$ cat config.mk
export PLATFORM = sky130hd
export DESIGN_NAME = lapido_sequencer
export DESIGN_NICKNAME = d
export VERILOG_FILES = /design/src/rtl/lapido_pkg.sv /design/src/rtl/lapido_ack_timer.sv /design/src/rtl/lapido_sequencer.sv
export SDC_FILE = /design/constraint.sdc
export NUM_CORES = 1
export LEC_CHECK = 0
export ABC_AREA = 1
export CAP_MARGIN = 20
export CORE_ASPECT_RATIO = 0.9
export CORE_MARGIN = 1
export CORE_UTILIZATION = 40
export CTS_BUF_LIST = sky130_fd_sc_hd__clkbuf_4 sky130_fd_sc_hd__clkbuf_8
export DETAILED_ROUTE_END_ITERATION = 16
export GPL_ROUTABILITY_DRIVEN = 0
export GPL_TIMING_DRIVEN = 0
export PLACE_DENSITY = 0.75
export SETUP_SLACK_MARGIN = 0.05
export SYNTH_ARGS = -nofsm -noshare
export SYNTH_HDL_FRONTEND = slang
export SYNTH_SLANG_ARGS = --single-unit
$ cat constraint.sdc
create_clock -name clock -period 1.39 [get_ports clock]
set_clock_uncertainty 0.1 [all_clocks]
set_input_delay 0.2085 -clock clock [delete_from_list [all_inputs] [get_ports clock]]
set_output_delay 0.2085 -clock clock [all_outputs]
set_load 0.05 [all_outputs]
$ cat src/rtl/lapido_pkg.sv
// Shared encodings for the Lapido multi-cycle sequencer.
// Optional illegal-opcode trap: LAPIDO_ILLEGAL_TRAP_EN.
package lapido_pkg;

    typedef enum logic [2:0] {
        S_FETCH     = 3'd0,
        S_DECODE    = 3'd1,
        S_EXECUTE   = 3'd2,
        S_MEMORY    = 3'd3,
        S_WRITEBACK = 3'd4,
        S_HALT      = 3'd5
    } state_t;

    localparam logic [2:0] CLS_ALU   = 3'b001;
    localparam logic [2:0] CLS_MEM   = 3'b100;
    localparam logic [2:0] CLS_CONST = 3'b010;
    localparam logic [2:0] CLS_NOP   = 3'b000;

    localparam logic [1:0] LOADLIT_SUB = 2'b10;

    function automatic logic [2:0] op_class(input logic [7:0] op);
        return op[7:5];
    endfunction

endpackage

$ cat src/rtl/lapido_ack_timer.sv
// Saturating wait counter for memory handshakes.
// Flags timeout on the cycle the count would reach ACK_TIMEOUT.
module lapido_ack_timer
    import lapido_pkg::*;
#(
    parameter int ACK_TIMEOUT = 15,
    parameter int CNT_W       = 8
) (
    input  logic clock,
    input  logic reset_n,
    input  logic en,
    input  logic clr,
    output logic timeout
);

    localparam logic [CNT_W-1:0] LIMIT = CNT_W'(ACK_TIMEOUT - 1);

    logic [CNT_W-1:0] cnt_q;
    logic [CNT_W-1:0] cnt_d;

    // Count waiting cycles; clear has priority, saturate at all-ones.
    always_comb begin
        cnt_d = cnt_q;
        if (clr) begin
            cnt_d = '0;
        end else if (en && (cnt_q != '1)) begin
            cnt_d = cnt_q + 1'b1;
        end
    end

    // Counter register.
    always_ff @(posedge clock or negedge reset_n) begin
        if (!reset_n) begin
            cnt_q <= '0;
        end else begin
            cnt_q <= cnt_d;
        end
    end

    assign timeout = en && (cnt_q >= LIMIT);

endmodule

$ cat src/rtl/lapido_sequencer.sv
// Lapido multi-cycle sequencer: FETCH/DECODE/EXECUTE/MEMORY/WRITEBACK.
// Optional HALT on illegal opcode class: LAPIDO_ILLEGAL_TRAP_EN.
module lapido_sequencer
    import lapido_pkg::*;
#(
    parameter int ACK_TIMEOUT = 15,
    parameter int CNT_W       = 8
) (
    input  logic       clock,
    input  logic       reset_n,
    input  logic [7:0] opcode,
    input  logic       mem_ack,
    output logic       mem_req,
    output logic       mem_addr_sel,
    output logic       mem_read_n,
    output logic       mem_write_n,
    output logic       ir_load,
    output logic       pc_enable,
    output logic       alu_latch,
    output logic       reg_write,
    output logic       bus_error,
    output logic       halted,
    output logic [2:0] state
);

    state_t state_q;
    state_t state_d;

    logic       ack;
    logic       active;
    logic       tmo;
    logic       abort;
    logic [2:0] cls;
    logic       is_mem;
    logic       is_store;
    logic       is_exec;
    logic       is_ill;
    logic       unused_op;

    assign ack      = mem_ack & reset_n;
    assign active   = (state_q == S_FETCH) || (state_q == S_MEMORY);
    assign abort    = tmo & ~ack;
    assign cls      = op_class(opcode);
    assign is_mem   = (cls == CLS_MEM);
    assign is_store = is_mem & opcode[0];
    assign is_exec  = (cls == CLS_ALU) || is_mem
                    || ((cls == CLS_CONST) && (opcode[1:0] == LOADLIT_SUB));
    assign is_ill   = !((cls == CLS_ALU) || is_mem
                    || (cls == CLS_CONST) || (cls == CLS_NOP));
    assign unused_op = ^opcode[4:2];
    assign state    = state_q;

    lapido_ack_timer #(
        .ACK_TIMEOUT (ACK_TIMEOUT),
        .CNT_W       (CNT_W)
    ) u_timer (
        .clock   (clock),
        .reset_n (reset_n),
        .en      (active),
        .clr     (~active | ack | tmo),
        .timeout (tmo)
    );

    // State register.
    always_ff @(posedge clock or negedge reset_n) begin
        if (!reset_n) begin
            state_q <= S_FETCH;
        end else begin
            state_q <= state_d;
        end
    end

    // Next state and per-cycle enables; reset forces the bus idle at once.
    always_comb begin
        state_d      = state_q;
        mem_req      = 1'b0;
        mem_addr_sel = 1'b0;
        mem_read_n   = 1'b1;
        mem_write_n  = 1'b1;
        ir_load      = 1'b0;
        pc_enable    = 1'b0;
        alu_latch    = 1'b0;
        reg_write    = 1'b0;
        bus_error    = 1'b0;
        halted       = 1'b0;
        unique case (state_q)
            S_FETCH: begin
                mem_req    = ~abort;
                mem_read_n = abort;
                if (ack) begin
                    ir_load   = 1'b1;
                    pc_enable = 1'b1;
                    state_d   = S_DECODE;
                end else if (tmo) begin
                    bus_error = 1'b1;
                    state_d   = S_FETCH;
                end
            end
            S_DECODE: begin
                if (is_exec) begin
                    state_d = S_EXECUTE;
                end else if (is_ill) begin
`ifdef LAPIDO_ILLEGAL_TRAP_EN
                    state_d = S_HALT;
`else
                    state_d = S_FETCH;
`endif
                end else begin
                    state_d = S_FETCH;
                end
            end
            S_EXECUTE: begin
                alu_latch = 1'b1;
                state_d   = is_mem ? S_MEMORY : S_WRITEBACK;
            end
            S_MEMORY: begin
                mem_req      = ~abort;
                mem_addr_sel = 1'b1;
                mem_read_n   = abort | is_store;
                mem_write_n  = abort | ~is_store;
                if (ack) begin
                    state_d = is_store ? S_FETCH : S_WRITEBACK;
                end else if (tmo) begin
                    bus_error = 1'b1;
                    state_d   = S_FETCH;
                end
            end
            S_WRITEBACK: begin
                reg_write = 1'b1;
                state_d   = S_FETCH;
            end
            S_HALT: begin
`ifdef LAPIDO_ILLEGAL_TRAP_EN
                halted  = 1'b1;
                state_d = S_HALT;
`else
                state_d = S_FETCH;
`endif
            end
            default: begin
                state_d = S_FETCH;
            end
        endcase
        if (!reset_n) begin
            mem_req      = 1'b0;
            mem_addr_sel = 1'b0;
            mem_read_n   = 1'b1;
            mem_write_n  = 1'b1;
            ir_load      = 1'b0;
            pc_enable    = 1'b0;
            bus_error    = 1'b0;
        end
    end

endmodule

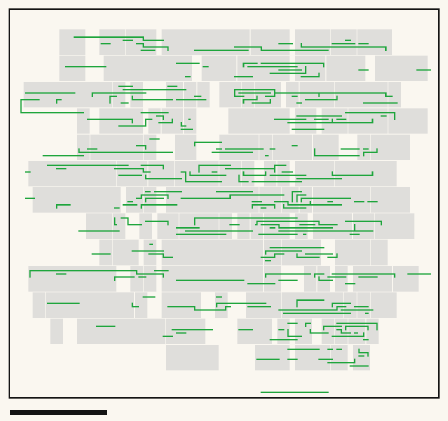
Run 1: M1 wires
The bar under the picture is 10 um long. Cells faint in the background.
longest straight run: 11.5 um
wire length on this layer: 625 um

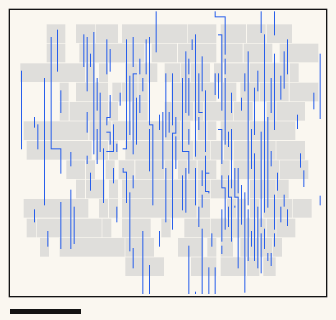
Run 1: M2 wires
The bar under the picture is 10 um long. Cells faint in the background.
wire length on this layer: 802 um
share of all routed wire: 54%
nets with wire on the layer: 111
main direction: vertical
longest straight run: 24.8 um

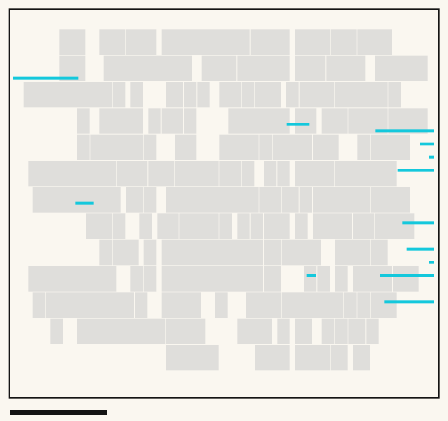
Run 1: met3 routing
The bar under the picture is 10 um long. Cells faint in the background.
share of all routed wire: 2.5%
nets with wire on the layer: 11

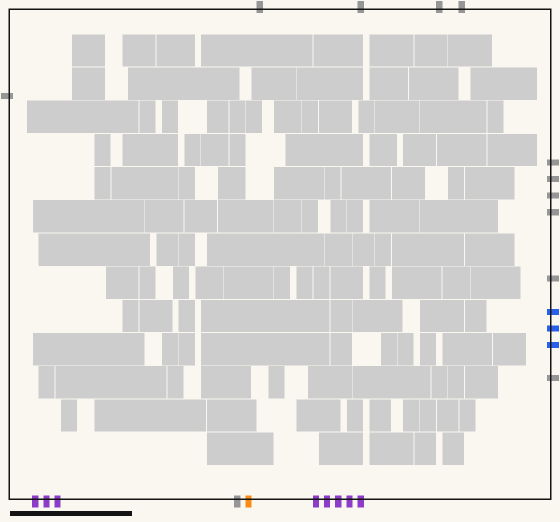
Run 1: I/O pins on the die edge
The bar under the picture is 10 um long. Pins as bars across the die edge, other pins in grey.
| colour | port | pins | direction | edge |
|---|---|---|---|---|
| purple | opcode | 8 | input | bottom |
| orange | pc_enable | 1 | output | bottom |
| blue | state | 3 | output | right |
all pins by edge: 10 bottom, 9 right, 4 top, 1 left
PortBufs: 19
die height: 40.0 um

## run 1: registers in the layout, summed over array words and instances, names as in the netlist
name	cells
u_timer.cnt_q	8
state	3
## run 1: metal layers
layer	routed length (um)	up-vias	share of wire
met1	624	300	0.42
li1	-	335	-
met3	37	4	0.025
met5	0	-	0
met4	28	0	0.019
met2	801	12	0.54
## run 1: critical path: stages
cell	delay [ns]
clkdlybuf4s50_1	0.46
nor2_1	0.15
nand3_1	0.13
or2_1	0.27
nand3b_1	0.18
buf_6	0.17
## run 1: through the flow
step,util,cells
after floorplan,-,92
after global placement,0.637,133
after detailed placement,0.637,133
after CTS,0.723,143
after global routing,0.765,145
final,0.765,145
## run 1: final cells by class
cell class | count | share of cell area
Timing Repair Buffer | 27 | 0.248
Tap cell | 22 | 0.0243
Clock buffer | 4 | 0.0265
Sequential cell | 11 | 0.251
Multi-Input combinational cell | 61 | 0.367
Buffer | 2 | 0.0166
Inverter | 18 | 0.0674
## run 1: Yosys cell counts
library cell,instances,area [um^2]
nand2_1,19,71.3
inv_1,18,67.6
nor2_1,14,52.6
dfrtp_1,11,275
nand3_1,6,30.0
a21oi_1,4,20.0
o21ai_0,3,15.0
buf_4,2,15.0
ha_1,2,25.0
nor3_1,2,10.0
conb_1,1,3.75
nand2_2,1,6.26
nand3_2,1,10.0
nand3b_1,1,7.51
nand4_1,1,6.26
nand4_2,1,12.5
or2_0,1,6.26
xnor2_1,1,8.76
## run 1: cell usage in the layout (no fill, tap or decap), types with 4 or more instances in the layout
master	instances
conb_1	4
clkbuf_4	4
buf_4	7
inv_1	14
clkdlybuf4s50_1	6
buf_6	9
nor2_4	4
buf_8	4
nand2_1	14
nor2_1	9
dfrtp_1	8
## run 1: repair_timing
| item | CTS | global route |
|---|---|---|
| hold endpoints to repair | 11 | 0 |
| hold buffers | 1 | 0 |
| pin swaps | 3 | 4 |
| setup buffers | 5 | 2 |
| endpoints found under the setup margin | 20 | 17 |
| gates resized | 96 | 17 |
## run 1: worst paths after layout
check / startpoint / end / slack [ns] / cells after the start
worst max-delay path: opcode[6] / mem_write_n / -0.48 / 6
worst min-delay path: u_timer.cnt_q[3] / u_timer.cnt_q[3] / 0.42 / 2
worst max register to register: state[0] / u_timer.cnt_q[3] / -0.03 / 6
worst min register to register: u_timer.cnt_q[3] / u_timer.cnt_q[3] / 0.42 / 2
max in group asynchronous: reset_n / state[0] / 0.26 / 2
min in group asynchronous: reset_n / state[1] / 0.56 / 2
## run 1: report_power, final
part	internal [mW]	leakage [nW]	total [mW]	switching (mW)
logic	0.135	0.386	0.339	0.204
registers	0.334	0.140	0.348	0.0141
clock network	0.130	0.0184	0.225	0.0945
## run 1: cell families after synthesis
family                     share of synthesized area
adders and majority gates                     0.0389
AOI/OAI and AO/OA                             0.0545
DFF                                            0.428
xor gates and xnor gates                      0.0136
other                                        0.00583
and+or+nand+nor                                0.331
buffers and inverters                          0.128
==> results_slide.txt, run 1 <==
Physical Implementation Snapshot

Layout
  – Final-stage net count: approximately 140
  – Final instance area: approximately 1100 um^2
  – Logic area: 415 um^2
  – Proportion of layout cells with a drive suffix above 1: 0.431

GRT
  – Gr usage total: 0.183
  – Routing usage on met3: 0.0360
  – Global-route wire length before repair: ~2200 um
  – Largest net degree at the start of global routing: 12

Floorplanning
  – Chip area: about 1800 um^2
  – Core Rows: 13
  – Pre-Place Util: 0.434
  – I/O pin count: 24

Place
  – Pre-CTS setup slack: -1.57 ns
  – Dpl hpwl: 970 um
  – Post-DP Area: ~940 um^2

Power and ir drop
  – Static Leak: approximately 0.54 nW
  – Total Power: roughly 0.9 mW

Run
  – Max cap viols: 0
  – Tool warnings: 33

Clock network
  – Clock sink count: 11
  – CTS tree: built
  – Root buf cell: clkbuf_4
  – Max H-tree Level: 1
  – Clock Tree Buf Depth: 2

Status
  – Status: finished with violations
  – Violated checks: negative setup slack

Logic synthesis
  – # Cells Yosys: a little under 90
  – Syn avg cell area: a little over 7 um^2
  – Seq/Total Area, Yosys: 0.428
  – Post-Syn Instances: roughly 90
  – Yosys chip area: 643 um^2

Route
  – Routed Antenna Nets: 0
  – Via count: 651

Final timing
  – Hold WS: 0.423 ns
  – Tcrit/Tclk final: 1.34
  – Final Hold Viols: 0
  – Setup ws final: -0.478 ns
  – Setup repair after global routing missed its margin: true
  – Fmax: around 540 MHz
  – Final setup fails: 12

Setup path
  – Crit path DRT: roughly 1.1 ns
  – CP startpoint kind: input port
  – CP Capture Type: primary output
==> run 2: changes to the inputs <==
--- a/config.mk
+++ b/config.mk
@@ -15,7 +15,9 @@
 export GPL_ROUTABILITY_DRIVEN = 0
 export GPL_TIMING_DRIVEN = 0
 export PLACE_DENSITY = 0.75
+export RECOVER_POWER = 50
 export SETUP_SLACK_MARGIN = 0.05
+export SLEW_MARGIN = 20
 export SYNTH_ARGS = -nofsm -noshare
 export SYNTH_HDL_FRONTEND = slang
 export SYNTH_SLANG_ARGS = --single-unit
==> run 2 against run 1 <==
  * The flow still finishes with violations (negative setup slack)
  * Hold slack did not move
  * Clock-buffer cell count did not move
  * Critical path depth did not move
  * Cell count did not move
  * Sequential power barely moved
  * Sequential share of layout area did not move
  * Largest power group unchanged
==> results_slide.txt, run 2 <==
Physical Implementation Snapshot

Status
  – Status: finished with violations
  – Violated checks: negative setup slack

Final timing
  – Final Hold Viols: 0 (unchanged)
  – Setup ws final: -0.478 ns (unchanged)
  – Hold WS: 0.423 ns (unchanged)
  – Setup repair after global routing missed its margin: true
  – Final setup fails: 12 (unchanged)

Clock network
  – CTS tree: built
  – Clock sink count: 11 (unchanged)
  – Max H-tree Level: 1 (unchanged)

GRT
  – Gr usage total: 0.183 (unchanged)
  – Global-route wire length before repair: 2250 um (unchanged)

Logic synthesis
  – Seq/Total Area, Yosys: 0.428 (unchanged)
  – Post-synth EDFFs: 0 (unchanged)
  – Post-Syn Instances: 89 (unchanged)
  – Complex Gates by Area: 0.0545 (unchanged)
  – Fraction of registers with async set/reset: 1.00 (unchanged)
  – # Cells Yosys: 89 (unchanged)
  – Area share, top type: 0.428 (unchanged)
  – Yosys simple share: 0.331 (unchanged)
  – Yosys top cell by instances: nand2_1
  – XORs/XNORs by Area: 0.0136 (unchanged)
  – Synth mux share: 0 (unchanged)

Layout
  – Largest reg by FF count: u_timer.cnt_q
  – Final-stage net count: 137 (unchanged)
  – Final std cells w/o fill: 145 (unchanged)

Route
  – Routed Antenna Nets: 0 (unchanged)
  – Via count: 651 (unchanged)

Worst hold path
  – Hold Crit Endpoint: u_timer.cnt_q[3]
  – Hold depth: 2 (unchanged)
  – Hold Path Origin: u_timer.cnt_q[3]

Floorplanning
  – Core Rows: 13 (unchanged)
  – Chip area: 1770 um^2 (unchanged)
  – Pre-Place Util: 0.434 (unchanged)

Setup path
  – Reg2reg start: state[0]
  – R2R cell count: 6 (unchanged)
  – CP startpoint kind: input port

Place
  – Placed instance count: 133 (unchanged)
run 2: cell counts after synthesis:
Identical to the previous run, type by type.
run 2: how the worst max path moves through the flow:
stage,start,end,slack [ns],cells after the start
floorplan,state[1],mem_write_n,-0.36,5
global placement,reset_n,mem_req,-1.55,6
detailed placement,reset_n,mem_req,-1.57,6
CTS,u_timer.cnt_q[0],mem_req,-0.44,10
global route,opcode[6],mem_write_n,-0.60,6
finish,opcode[6],mem_write_n,-0.48,6
run 2: final cells by class:
| class | instances | area, um^2 | share of cell area |
|---|---|---|---|
| Inverter | 18 | 76.3 | 0.0674 |
| Buffer | 2 | 18.8 | 0.0166 |
| Tap cell | 22 | 27.5 | 0.0243 |
| Timing Repair Buffer | 27 | 280 | 0.248 |
| Sequential cell | 11 | 284 | 0.251 |
| Multi-Input combinational cell | 61 | 415 | 0.367 |
| Clock buffer | 4 | 30.0 | 0.0265 |
run 2: repair_timing:
action | CTS | global route
pin swaps | 3 | 4
hold endpoints to repair | 11 | 0
setup buffers | 5 | 2
gates cloned | 0 | 0
hold buffers | 1 | 0
gates resized | 96 | 17
setup endpoints to repair | 20 | 17
run 2: report_power, final:
group	leakage [nW]	internal, mW	switching, mW
clock network	0.0184	0.130	0.0945
logic	0.386	0.135	0.204
registers	0.140	0.334	0.0141
total	0.545	0.600	0.312
run 2: metrics by stage:
| step | util | total power, mW | setup WS, ns |
|---|---|---|---|
| 2_1_floorplan | - | 0.530 | -0.358 |
| 3_3_place_gp | 0.637 | 0.610 | -1.55 |
| 3_5_place_dp | 0.637 | 0.613 | -1.57 |
| 4_1_cts | 0.723 | 0.889 | -0.437 |
| 5_1_grt | 0.765 | 0.963 | -0.604 |
| 6_report | 0.765 | 0.912 | -0.478 |
run 2: cell families (layout without fill, tap and decap cells):
logic type,after synthesis,after routing
flip-flops,11,11
other,1,4
XOR/XNOR,1,1
buffers and inverters,20,51
AND/OR/NAND/NOR,47,47
adder cells (fa/ha/maj),2,2
AND-OR/OR-AND,7,7
run 2: routing by layer:
metal	vias to the layer above	routed length, um	GRT usage
met4	0	28	0.121
met3	4	37	0.0360
met2	12	801	0.342
met1	300	624	0.193
li1	335	-	-
met5	-	0	0
run 2: critical path, cell delays in order:
cell and delay [ns]:
clkdlybuf4s50_1 0.46, nor2_1 0.15, nand3_1 0.13, or2_1 0.27, nand3b_1 0.18, buf_6 0.17
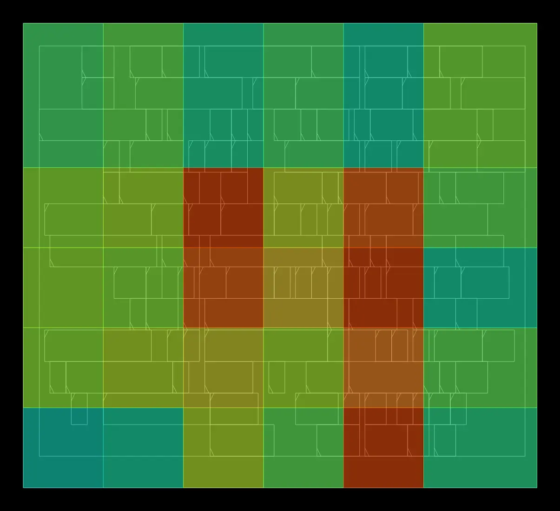
Run 2: routing congestion map
Most Crowded Layer GR: met2
met1 Track Usage GR: 0.193
Finished Core Util: 0.765

No activity file was given, so power comes from the tool's default toggle rates.
